[config.mk]
export PLATFORM = sky130hd
export DESIGN_NAME = uart_tx_arbiter
export DESIGN_NICKNAME = d
export VERILOG_FILES = /design/src/rtl/uart_tx_arbiter.sv
export SDC_FILE = /design/constraint.sdc
export NUM_CORES = 1
export LEC_CHECK = 0
export CAP_MARGIN = 20
export CORE_MARGIN = 10
export CORE_UTILIZATION = 44
export CTS_CLUSTER_DIAMETER = 40
export CTS_CLUSTER_SIZE = 10
export DETAILED_ROUTE_END_ITERATION = 6
export GPL_TIMING_DRIVEN = 0
export PLACE_DENSITY = 0.85
export SLEW_MARGIN = 20
export SYNTH_ARGS = -nofsm -noshare
export SYNTH_HDL_FRONTEND = slang
export SYNTH_SLANG_ARGS = --single-unit
[constraint.sdc]
create_clock -name clk -period 3.61 [get_ports clk]
set_clock_uncertainty 0.2 [all_clocks]
set_input_delay 0.9025 -clock clk [delete_from_list [all_inputs] [get_ports clk]]
set_output_delay 0.9025 -clock clk [all_outputs]
set_load 0.02 [all_outputs]
[src/rtl/uart_tx_arbiter.sv]
// ----------------------------------------------------------------------------
// uart_tx_arbiter
//
// Packet-level round-robin arbiter that shares the single UART transmit
// stream between NUM_REQ AXI-stream requesters. A grant is held from the
// first beat of a packet until the beat carrying tlast is accepted, so bytes
// from different requesters never interleave on the serial line. If the
// owner leaves s_tvalid low for TIMEOUT consecutive cycles mid-packet, the
// grant is forcibly released and timeout_pulse fires for one cycle.
//
// Ports:
//   clk            system clock
//   reset_n        asynchronous active-low reset
//   s_tdata        requester data, requester i at [i*WORD_LENGTH +: WORD_LENGTH]
//   s_tvalid       per-requester valid
//   s_tlast        per-requester end-of-packet
//   s_tready       per-requester ready (only the owner ever sees m_tready)
//   m_tdata        beat towards uart tx_data (zero while nobody owns the bus)
//   m_tvalid       towards uart tx_data_valid
//   m_tlast        towards uart tx_data_last
//   m_tready       from uart tx_data_ready
//   grant          one-hot current owner, all-zero when idle
//   timeout_pulse  one-cycle pulse when the watchdog releases an owner
// ----------------------------------------------------------------------------
module uart_tx_arbiter #(
    parameter int NUM_REQ     = 4,
    parameter int WORD_LENGTH = 8,
    parameter int TIMEOUT     = 1024,
    parameter int CW          = $clog2(TIMEOUT + 1)
) (
    input  logic                           clk,
    input  logic                           reset_n,
    input  logic [NUM_REQ*WORD_LENGTH-1:0] s_tdata,
    input  logic [NUM_REQ-1:0]             s_tvalid,
    input  logic [NUM_REQ-1:0]             s_tlast,
    output logic [NUM_REQ-1:0]             s_tready,
    output logic [WORD_LENGTH-1:0]         m_tdata,
    output logic                           m_tvalid,
    output logic                           m_tlast,
    input  logic                           m_tready,
    output logic [NUM_REQ-1:0]             grant,
    output logic                           timeout_pulse
);

    localparam int PW    = (NUM_REQ > 1) ? $clog2(NUM_REQ) : 1;
    // With the watchdog disabled CW collapses to zero; keep a 1-bit counter.
    localparam int WDW   = (CW > 0) ? CW : 1;
    localparam bit WD_EN = (TIMEOUT > 0);
    localparam logic [WDW-1:0] WD_LAST = WD_EN ? WDW'(TIMEOUT - 1) : {WDW{1'b0}};
    localparam logic [NUM_REQ-1:0] ONE_HOT0 = {{(NUM_REQ-1){1'b0}}, 1'b1};

    typedef enum logic [0:0] {
        ST_IDLE = 1'b0,
        ST_BUSY = 1'b1
    } state_e;

    state_e               state_q;
    logic [NUM_REQ-1:0]   grant_q;
    logic [PW-1:0]        owner_q;
    logic [PW-1:0]        rr_ptr_q;
    logic [WDW-1:0]       wd_cnt_q;
    logic                 timeout_pulse_q;

    logic                 arb_hit_s;
    logic [PW-1:0]        arb_idx_s;
    logic                 hs_s;
    logic                 wd_fire_s;

    // Index 'offset' positions after 'base', wrapping modulo NUM_REQ (NUM_REQ
    // need not be a power of two, so plain bit truncation is not enough).
    function automatic logic [PW-1:0] rr_index(input logic [PW-1:0] base, input int offset);
        int sum;
        sum = int'(base) + offset;
        return (sum >= NUM_REQ) ? PW'(sum - NUM_REQ) : PW'(sum);
    endfunction

    // AND-OR output mux driven only by the registered grant and owner inputs.
    always_comb begin
        m_tdata  = {WORD_LENGTH{1'b0}};
        m_tvalid = 1'b0;
        m_tlast  = 1'b0;
        for (int i = 0; i < NUM_REQ; i++) begin
            m_tdata  = m_tdata | (s_tdata[i*WORD_LENGTH +: WORD_LENGTH] & {WORD_LENGTH{grant_q[i]}});
            m_tvalid = m_tvalid | (s_tvalid[i] & grant_q[i]);
            m_tlast  = m_tlast | (s_tlast[i] & grant_q[i]);
        end
        s_tready = grant_q & {NUM_REQ{m_tready}};
    end

    // Round-robin search: first valid requester at or after rr_ptr_q wins.
    always_comb begin
        arb_hit_s = 1'b0;
        arb_idx_s = {PW{1'b0}};
        for (int k = 0; k < NUM_REQ; k++) begin
            if (!arb_hit_s && s_tvalid[rr_index(rr_ptr_q, k)]) begin
                arb_hit_s = 1'b1;
                arb_idx_s = rr_index(rr_ptr_q, k);
            end else begin
                arb_hit_s = arb_hit_s;
            end
        end
    end

    assign hs_s      = m_tvalid & m_tready;
    // Release fires on the TIMEOUT-th consecutive cycle without owner valid.
    assign wd_fire_s = WD_EN & ~m_tvalid & (wd_cnt_q == WD_LAST);

    assign grant         = grant_q;
    assign timeout_pulse = timeout_pulse_q;

    // Arbitration FSM: grant, round-robin pointer and idle watchdog.
    always_ff @(posedge clk or negedge reset_n) begin
        if (!reset_n) begin
            state_q         <= ST_IDLE;
            grant_q         <= {NUM_REQ{1'b0}};
            owner_q         <= {PW{1'b0}};
            rr_ptr_q        <= {PW{1'b0}};
            wd_cnt_q        <= {WDW{1'b0}};
            timeout_pulse_q <= 1'b0;
        end else begin
            timeout_pulse_q <= 1'b0;
            case (state_q)
                ST_IDLE: begin
                    wd_cnt_q <= {WDW{1'b0}};
                    if (arb_hit_s) begin
                        grant_q <= ONE_HOT0 << arb_idx_s;
                        owner_q <= arb_idx_s;
                        state_q <= ST_BUSY;
                    end else begin
                        grant_q <= {NUM_REQ{1'b0}};
                        state_q <= ST_IDLE;
                    end
                end
                ST_BUSY: begin
                    if (hs_s && m_tlast) begin
                        grant_q  <= {NUM_REQ{1'b0}};
                        rr_ptr_q <= rr_index(owner_q, 1);
                        wd_cnt_q <= {WDW{1'b0}};
                        state_q  <= ST_IDLE;
                    end else if (wd_fire_s) begin
                        // Truncated packet: no padding, downstream never sees tlast.
                        grant_q         <= {NUM_REQ{1'b0}};
                        rr_ptr_q        <= rr_index(owner_q, 1);
                        wd_cnt_q        <= {WDW{1'b0}};
                        timeout_pulse_q <= 1'b1;
                        state_q         <= ST_IDLE;
                    end else if (hs_s || m_tvalid || !WD_EN) begin
                        // A valid owner stalled by the UART is not idle.
                        wd_cnt_q <= {WDW{1'b0}};
                        state_q  <= ST_BUSY;
                    end else begin
                        wd_cnt_q <= wd_cnt_q + {{(WDW-1){1'b0}}, 1'b1};
                        state_q  <= ST_BUSY;
                    end
                end
                default: begin
                    state_q         <= ST_IDLE;
                    grant_q         <= {NUM_REQ{1'b0}};
                    owner_q         <= {PW{1'b0}};
                    rr_ptr_q        <= {PW{1'b0}};
                    wd_cnt_q        <= {WDW{1'b0}};
                    timeout_pulse_q <= 1'b0;
                end
            endcase
        end
    end

endmodule

Cell classes on the final placement:
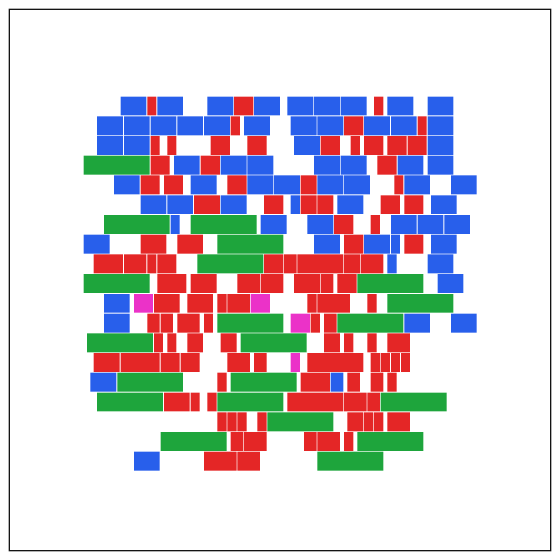
legend:
  clock drivers and dummy loads:
    color: magenta
    cells: 4
  flip-flops:
    color: green
    cells: 21
  other buffers and delay cells:
    color: blue
    cells: 66
  all other logic:
    color: red
    cells: 109

Register map, names as in the netlist:
Bar = 20 µm. Other sequential cells in the stronger gray, the rest of the logic in the fainter gray.
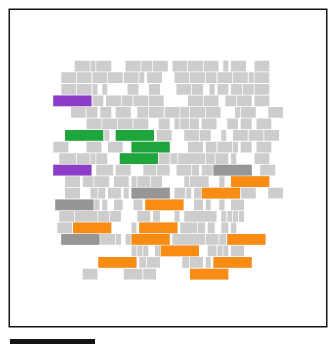
legend:
  wd_cnt_q:
    color: orange
    flops: 11
  owner_q:
    color: purple
    flops: 2
  grant:
    color: green
    flops: 4
    where: center
not colored: 4

Cells by drive strength:
Bar = 20 µm.
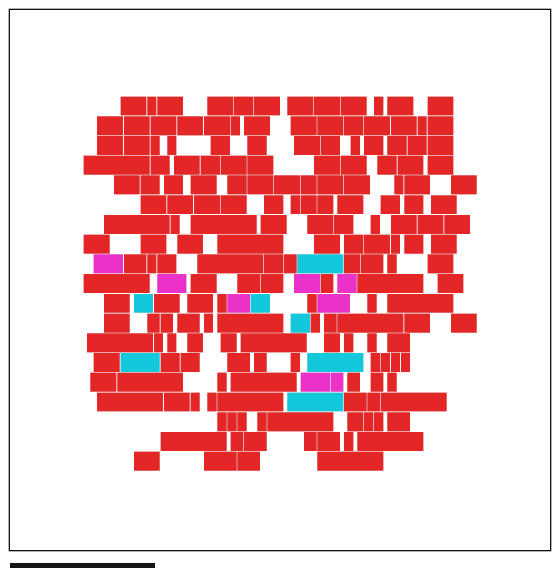
legend:
  drive 1 or less:
    color: red
    cells: 185
  drive 2:
    color: magenta
    cells: 8
  drive 3 to 4:
    color: cyan
    cells: 7

Clock nets:
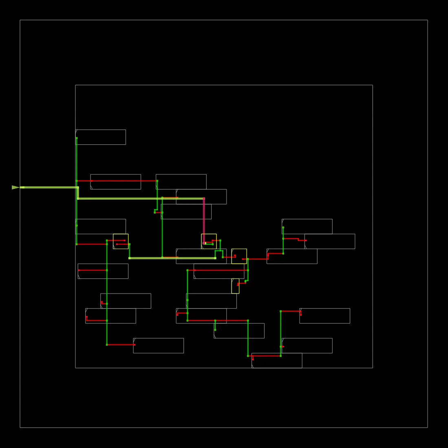
number of buffers added by the clock tree synthesis step: 3
flip-flops: 21

==> summary.log <==
INFO  yosys          yosys.cell_types.count=39
INFO  timing         worst_hold_slack=296.5ps
INFO  detailed_routing met1_length=1.683mm
INFO  grt            grt.overflow.total=0
INFO  final_layout   num-fill-cells=219
INFO  clocking       clock_tree_from_tritoncts=built
INFO  grt            antenna_found_initial=0
INFO  final_layout   instances_no_fill=231
INFO  placement      detailed_place.area=1953µm²
INFO  power          clockPowerShare=0.082
INFO  floorplan      die_y=74.44µm
INFO  clocking       cts_setup_buffers=0
INFO  detailed_routing detailroute.wirelength.met3=142µm
INFO  yosys          ys_seq_elements=21
INFO  yosys          yosys-top-cells-count=dfrtp_1, a22oi_1, nand2_1
INFO  final_layout   number_of_flip_flops_under_the_largest_register_name=11
INFO  worst_setup_path crit-reg2reg-capture=rr_ptr_q[1]
INFO  power          switching_share=0.4509
INFO  final_layout   final-seq-area=525.5µm²
INFO  yosys          synth-edff-count=0
INFO  yosys          yosysChipArea=1304µm²
INFO  floorplan      placement_rows=19
INFO  timing         worstMarginPinSlew=918.8ps
INFO  worst_setup_path timing.critical_path.cells=clkdlybuf4s50_1 -> a22oi_1 -> nand2_1 -> clkdlybuf4s50_1
INFO  detailed_routing drt_wl_total=4.307mm
INFO  floorplan      io_pins=62
INFO  detailed_routing post_drt_via_cell_ratio=5.667
INFO  final_layout   comb_area_frac=0.3736
INFO  run_status     status=completed
INFO  grt            busiest_layer=met2
INFO  detailed_routing route.top_layer_used=met4
INFO  worst_setup_path timing.reg2reg.worst_path_depth=5
INFO  yosys          syn_nets=179
INFO  placement      dpl_worst_slack=64.14ps
INFO  final_layout   comb_area=739.5µm²
INFO  power          leakagePower=0.8164nW
INFO  placement      numPlacedInstances=227
INFO  timing         fmaxAchievable=0.2804GHz
INFO  final_layout   mostFrequentLayoutCell=clkdlybuf4s50_1
INFO  worst_hold_path worstHoldPathType=flop to flop
INFO  final_layout   insertedDiodeCount=0
INFO  power          vdd_ir_drop_max=0.0004422V
INFO  yosys          synth.top_cells.by_area=dfrtp_1, a22oi_1, nand2_1, nor2_1, xnor2_1
INFO  yosys          ys_cells=135
INFO  grt            grt_start_max_net_pins=22
INFO  power          power_density=695.8nW/µm²
INFO  timing         setup_slack=43.44ps
INFO  worst_setup_path critical_r2r_launch=wd_cnt_q[0]
INFO  worst_hold_path holdPathStages=1
INFO  power          comb_cell_power=0.000888W
INFO  yosys          synthesis.area=1304µm²
INFO  clocking       post_cts_hold_buffer_count=0
INFO  timing         relSlewSlack=0.3855
INFO  final_layout   layout.clock_buffers=4
INFO  power          internal_power=0.0007563W
INFO  worst_setup_path setup.reg_to_reg.worst_slack=1600ps
==> worst max-delay path by stage <==
stage                     start  slack, ps  endpoint  depth (start not counted)
detailed placement  s_tvalid[0]         60  m_tvalid                          4
finish              s_tvalid[0]         40  m_tvalid                          4
global route        s_tvalid[0]         30  m_tvalid                          4
global placement    s_tvalid[0]        170  m_tvalid                          4
floorplan           s_tvalid[0]       1200  m_tvalid                          2
CTS                 s_tvalid[0]         70  m_tvalid                          4
==> cells by family after synthesis <==
| logic type | share of synthesized area |
|---|---|
| xor gates and xnor gates | 0.06046 |
| DFF | 0.4031 |
| AOI/OAI and AO/OA | 0.2524 |
| buffers and inverters | 0.02974 |
| muxes | 0.04414 |
| and+or+nand+nor | 0.2006 |
| adders and majority gates | 0.009595 |
Power and IR drop assume default switching activity.
